==> src/rtl/barrel_unrotator_pkg.sv <==
// Shared constants and element-index helpers for the barrel shifter family.
// The unrotator and the existing barrel shifter both import this package.
package barrel_unrotator_pkg;

  localparam int DEFAULT_BIT_WIDTH = 8;
  localparam int DEFAULT_N         = 16;

  // Wraps any element index (including negative offsets) into 0..n-1.
  function automatic int elemMod(input int idx, input int n);
    int r;
    r = idx % n;
    if (r < 0) begin
      r = r + n;
    end
    return r;
  endfunction

endpackage

==> src/rtl/barrel_unrotator_unrotate_stage.sv <==
// One combinational stage of the unrotator: rotates a word down by DIST elements
// when enabled, otherwise passes it straight through.
module unrotate_stage
  import barrel_unrotator_pkg::*;
#(
  parameter int BIT_WIDTH = DEFAULT_BIT_WIDTH,
  parameter int N         = DEFAULT_N,
  parameter int DIST      = 1
) (
  input  logic                   i_en,
  input  logic [BIT_WIDTH*N-1:0] i_data,
  output logic [BIT_WIDTH*N-1:0] o_data
);

  logic [BIT_WIDTH*N-1:0] w_rot;

  // Source indices are elaboration-time constants, so the wrap never goes out of range.
  for (genvar e = 0; e < N; e++) begin : g_elem
    localparam int SRC = elemMod(e + DIST, N);
    assign w_rot[e*BIT_WIDTH +: BIT_WIDTH] = i_data[SRC*BIT_WIDTH +: BIT_WIDTH];
  end

  assign o_data = i_en ? w_rot : i_data;

endmodule

==> src/rtl/barrel_unrotator.sv <==
// Pipelined inverse of the barrel shifter: one log2(N)-deep register chain with a
// single global advance signal so a stalled output freezes the whole pipe.
module barrel_unrotator
  import barrel_unrotator_pkg::*;
#(
  parameter int BIT_WIDTH = DEFAULT_BIT_WIDTH,
  parameter int N         = DEFAULT_N
) (
  input  logic                   clk,
  input  logic                   reset_n,
  input  logic                   in_valid,
  output logic                   in_ready,
  input  logic [BIT_WIDTH*N-1:0] IN,
  input  logic [$clog2(N)-1:0]   Shift,
  output logic                   out_valid,
  input  logic                   out_ready,
  output logic [BIT_WIDTH*N-1:0] OUT,
  output logic [$clog2(N)-1:0]   out_shift
);

  localparam int STAGES = $clog2(N);
  localparam int WORD_W = BIT_WIDTH * N;

  logic [WORD_W-1:0] r_data  [STAGES];
  logic [STAGES-1:0] r_shift [STAGES];
  logic [STAGES-1:0] r_valid;

  logic [WORD_W-1:0] w_stageIn  [STAGES];
  logic [WORD_W-1:0] w_stageOut [STAGES];
  logic [STAGES-1:0] w_stageEn;
  logic              w_advance;

  // Stage s consumes bit s of the shift that travels alongside its word.
  for (genvar s = 0; s < STAGES; s++) begin : g_stage
    if (s == 0) begin : g_first
      assign w_stageIn[s] = IN;
      assign w_stageEn[s] = Shift[0];
    end else begin : g_rest
      assign w_stageIn[s] = r_data[s-1];
      assign w_stageEn[s] = r_shift[s-1][s];
    end

    unrotate_stage #(
      .BIT_WIDTH(BIT_WIDTH),
      .N        (N),
      .DIST     (1 << s)
    ) u_stage (
      .i_en  (w_stageEn[s]),
      .i_data(w_stageIn[s]),
      .o_data(w_stageOut[s])
    );
  end

  assign w_advance = !r_valid[STAGES-1] || out_ready;

  // Bubbles enter stage 0 whenever the pipe moves without an input word.
  always_ff @(posedge clk or negedge reset_n) begin
    if (!reset_n) begin
      r_valid <= '0;
      for (int s = 0; s < STAGES; s++) begin
        r_data[s]  <= '0;
        r_shift[s] <= '0;
      end
    end else if (w_advance) begin
      r_valid[0] <= in_valid;
      r_data[0]  <= w_stageOut[0];
      r_shift[0] <= Shift;
      for (int s = 1; s < STAGES; s++) begin
        r_valid[s] <= r_valid[s-1];
        r_data[s]  <= w_stageOut[s];
        r_shift[s] <= r_shift[s-1];
      end
    end
  end

  assign in_ready  = w_advance;
  assign out_valid = r_valid[STAGES-1];
  assign OUT       = r_data[STAGES-1];
  assign out_shift = r_shift[STAGES-1];

endmodule

==> config.mk <==
export PLATFORM = sky130hd
export DESIGN_NAME = barrel_unrotator
export DESIGN_NICKNAME = d
export VERILOG_FILES = /design/src/rtl/barrel_unrotator_pkg.sv /design/src/rtl/barrel_unrotator_unrotate_stage.sv /design/src/rtl/barrel_unrotator.sv
export SDC_FILE = /design/constraint.sdc
export NUM_CORES = 1
export LEC_CHECK = 0
export ABC_AREA = 0
export CAP_MARGIN = 20
export CORE_UTILIZATION = 30
export DETAILED_ROUTE_END_ITERATION = 12
export PLACE_DENSITY = 0.52
export SLEW_MARGIN = 0
export SYNTH_ARGS = -nofsm -noshare
export SYNTH_HDL_FRONTEND = slang
export SYNTH_SLANG_ARGS = --single-unit
==> constraint.sdc <==
create_clock -name clk -period 1.7 [get_ports clk]
set_input_delay 0.34 -clock clk [delete_from_list [all_inputs] [get_ports clk]]
set_output_delay 0.34 -clock clk [all_outputs]
set_load 0.1 [all_outputs]
Cell area per tile:
The die is cut into 30 by 30 equal tiles; black is low, pale yellow is high, 0 to 100% covered.
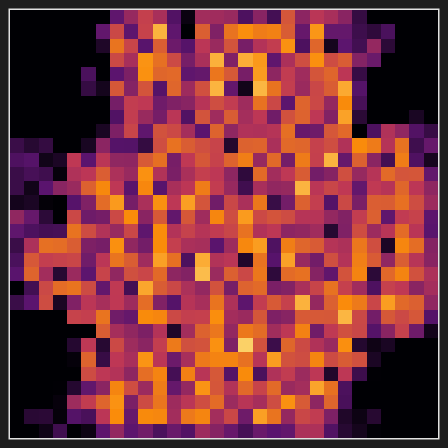
emptiest ninth of the die	upper left
nearly empty tiles	19%
tiles over 75% full	5.1%
fullest tile	90%
Util after Layout: 0.398
core box area: 85300 sq um
floorplan utilization: 0.303

Routing congestion:
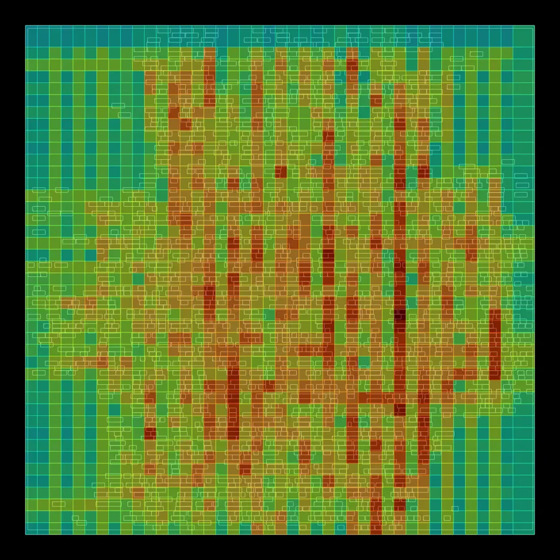
wire per inst: 25.0 microns
grt met1 use: 0.245

Cell classes on the final placement:
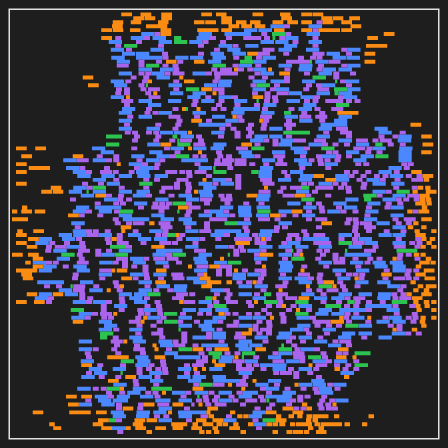
class	color	cells
registers	blue	532
remaining logic cells	purple	1045
clock drivers and dummy loads	green	102
remaining buffers and delay cells	orange	386
cell area after layout: 33900 sq um
row cnt: 107
fraction of area in registers: 0.393

==> flow_metrics.env <==
# physical design summary
export IMPL_dieArea_sq_um=87300
export IMPL_drv_slew=0
export IMPL_crit_end="in_ready"
export IMPL_top_layer="met5"
export IMPL_syn_inst=1696
export IMPL_final_cell_mix="mux2_2, dfrtp_1, buf_12"
export IMPL_first_pass_iters=5
export IMPL_fin_ws_ps=-194
export IMPL_warnings=29
export IMPL_fin_crit_sh=1.11
export IMPL_drt_iter0_drc=597
export IMPL_io_buffers=269
export IMPL_crit_start="r_valid[3]"
export IMPL_hp_class="in2async"
export IMPL_violations="setup timing"
export IMPL_arrival_ps=1550
export IMPL_cts_root_buf="clkbuf_16"
export IMPL_routabilityCongestion=0.877
export IMPL_hold_viol_final=0
export IMPL_vdd_ir_drop_max_v=0.00161
export IMPL_die_w_microns=295
export IMPL_drc=0
export IMPL_critPathKind="reg2out"
export IMPL_met1_length_microns=35000
export IMPL_end_kind="output pin"
export IMPL_startpoint_type="register"
export IMPL_r2r_end="r_data[148]"
export IMPL_wl_met3_microns=5150
export IMPL_place_hpwl_microns=63300
export IMPL_fin_nets=2158
export IMPL_antenna_found_initial=8
export IMPL_ys_ff=532
export IMPL_setup_viol=293
export IMPL_cts_max_level=2
export IMPL_insertion_delay_ps=620
export IMPL_layout_cells_non_filler=3210
export IMPL_clk_pin_slew_ps=60
export IMPL_status="complete, but fails checks"
export IMPL_slew_headroom=0.731
export IMPL_grt_pass1_wl_microns=116000
export IMPL_tightest_slew_ps=404
export IMPL_ys_warn_count=0
export IMPL_fmax_mhz=528
export IMPL_fin_skew_ps=30.2
export IMPL_drtAntennaViolNets=0
export IMPL_ys_seq_frac=0.515
Cells by drive strength:
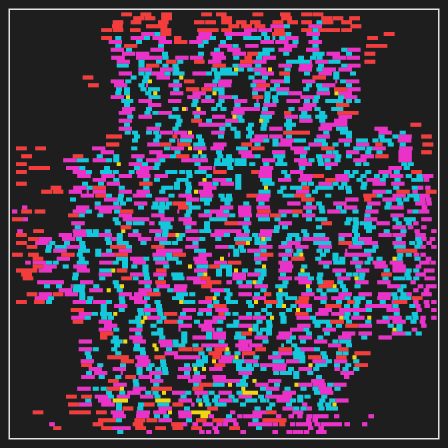
size	color	cells	share
x3 and x4	yellow	77	3.7%
x2	cyan	1046	51%
x1 and smaller	magenta	681	33%
x6 and larger	red	261	13%
area growth from synthesis to layout: 31.4%
Plain + repair buffers: 386
setup ws final: -194 ps

Where the registers sit:
Other sequential cells in the stronger gray, the rest of the logic in the fainter gray.
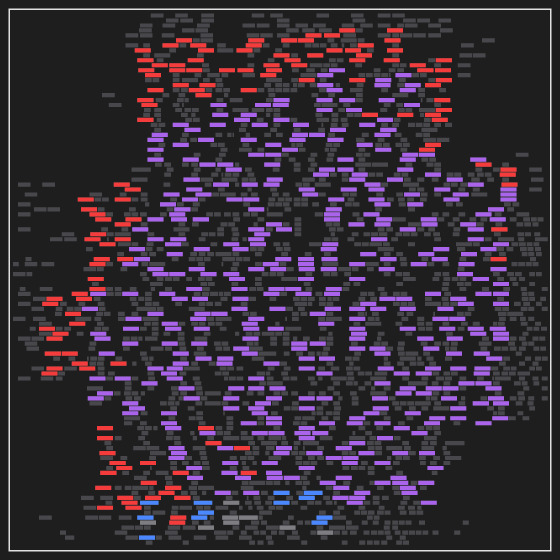
netlist name	color	sequential cells
`OUT`	red	128
`r_data`	purple	384
`r_shift`	blue	12

## layout make-up
class / instances / area (sq um)
tap: 1144 / 1430
clock buffer: 93 / 1760
sequential: 532 / 13300
clock inverter: 9 / 151
multi-input combinational: 1045 / 11800
antenna: 1 / 2.50
timing repair buffer: 386 / 5500
fill: 7793 / 51300
## stage by stage
step           setup TNS [ps]  hold slack (ps)  setup slack [ps]  power, uW
6_report               -10240              181              -194      79400
5_1_grt                -27960              176              -241      83000
4_1_cts                  -703              160              -239      80300
3_5_place_dp          -110560              245              -295      67000
3_3_place_gp          -102870              241              -257      66400
2_1_floorplan           -80.6             44.4             -1.34      50300
## where the power goes
group / switching, uW / total [uW] / internal (uW) / leakage, uW
Sequential: 6620 / 25300 / 18700 / 0.00619
Clock: 5170 / 12800 / 7630 / 0.000936
Combinational: 21300 / 41300 / 20000 / 0.00674
Total: 33100 / 79400 / 46300 / 0.0139
## worst min path at each step
stage | endpoint | slack, ps | cells after the start
floorplan | OUT[0] | 40 | 0
global placement | out_shift[3] | 240 | 1
detailed placement | r_shift[15] | 250 | 1
CTS | r_shift[15] | 160 | 2
global route | r_shift[15] | 180 | 2
finish | r_shift[15] | 180 | 2
## synthesized netlist by cell type
cell / number / area, sq um
buf_6: 17 / 191
buf_4: 23 / 173
clkbuf_1: 1 / 3.75
buf_2: 78 / 390
dfrtp_1: 532 / 13300
mux2_2: 1043 / 11700
nand2b_1: 2 / 12.5
## critical path, cell delays in order (launching register included)
cell and delay, ps:
dfrtp_4 480, nand2b_4 100, buf_12 110, buf_12 90
buf_12 160
## flip-flops by register name, indices dropped and copies added, names as in the netlist
register	cells
OUT	128
out_shift	4
r_data	384
r_shift	12
r_valid	4
## metal layers
layer  GRT usage  up-vias
met5           0        -
met4      0.0535        6
met3      0.0384      100
met2       0.300      316
met1       0.245     7874
li1            -     6820
## logic make-up after synthesis
| kind of cell | after synthesis | share of synthesized area |
|---|---|---|
| buffers and inverters | 119 | 0.0294 |
| flip-flops | 532 | 0.515 |
| multiplexers | 1043 | 0.455 |
| AND/OR/NAND/NOR | 2 | 0.000484 |
## repair_timing
action	4_1_cts	5_1_grt
hold endpoints to repair	355	0
buffers inserted	5	1
setup endpoints to repair	2	147
gates resized	2	0
gates cloned	0	3
hold buffers	1	0
No activity file was given, so power comes from the tool's default toggle rates.
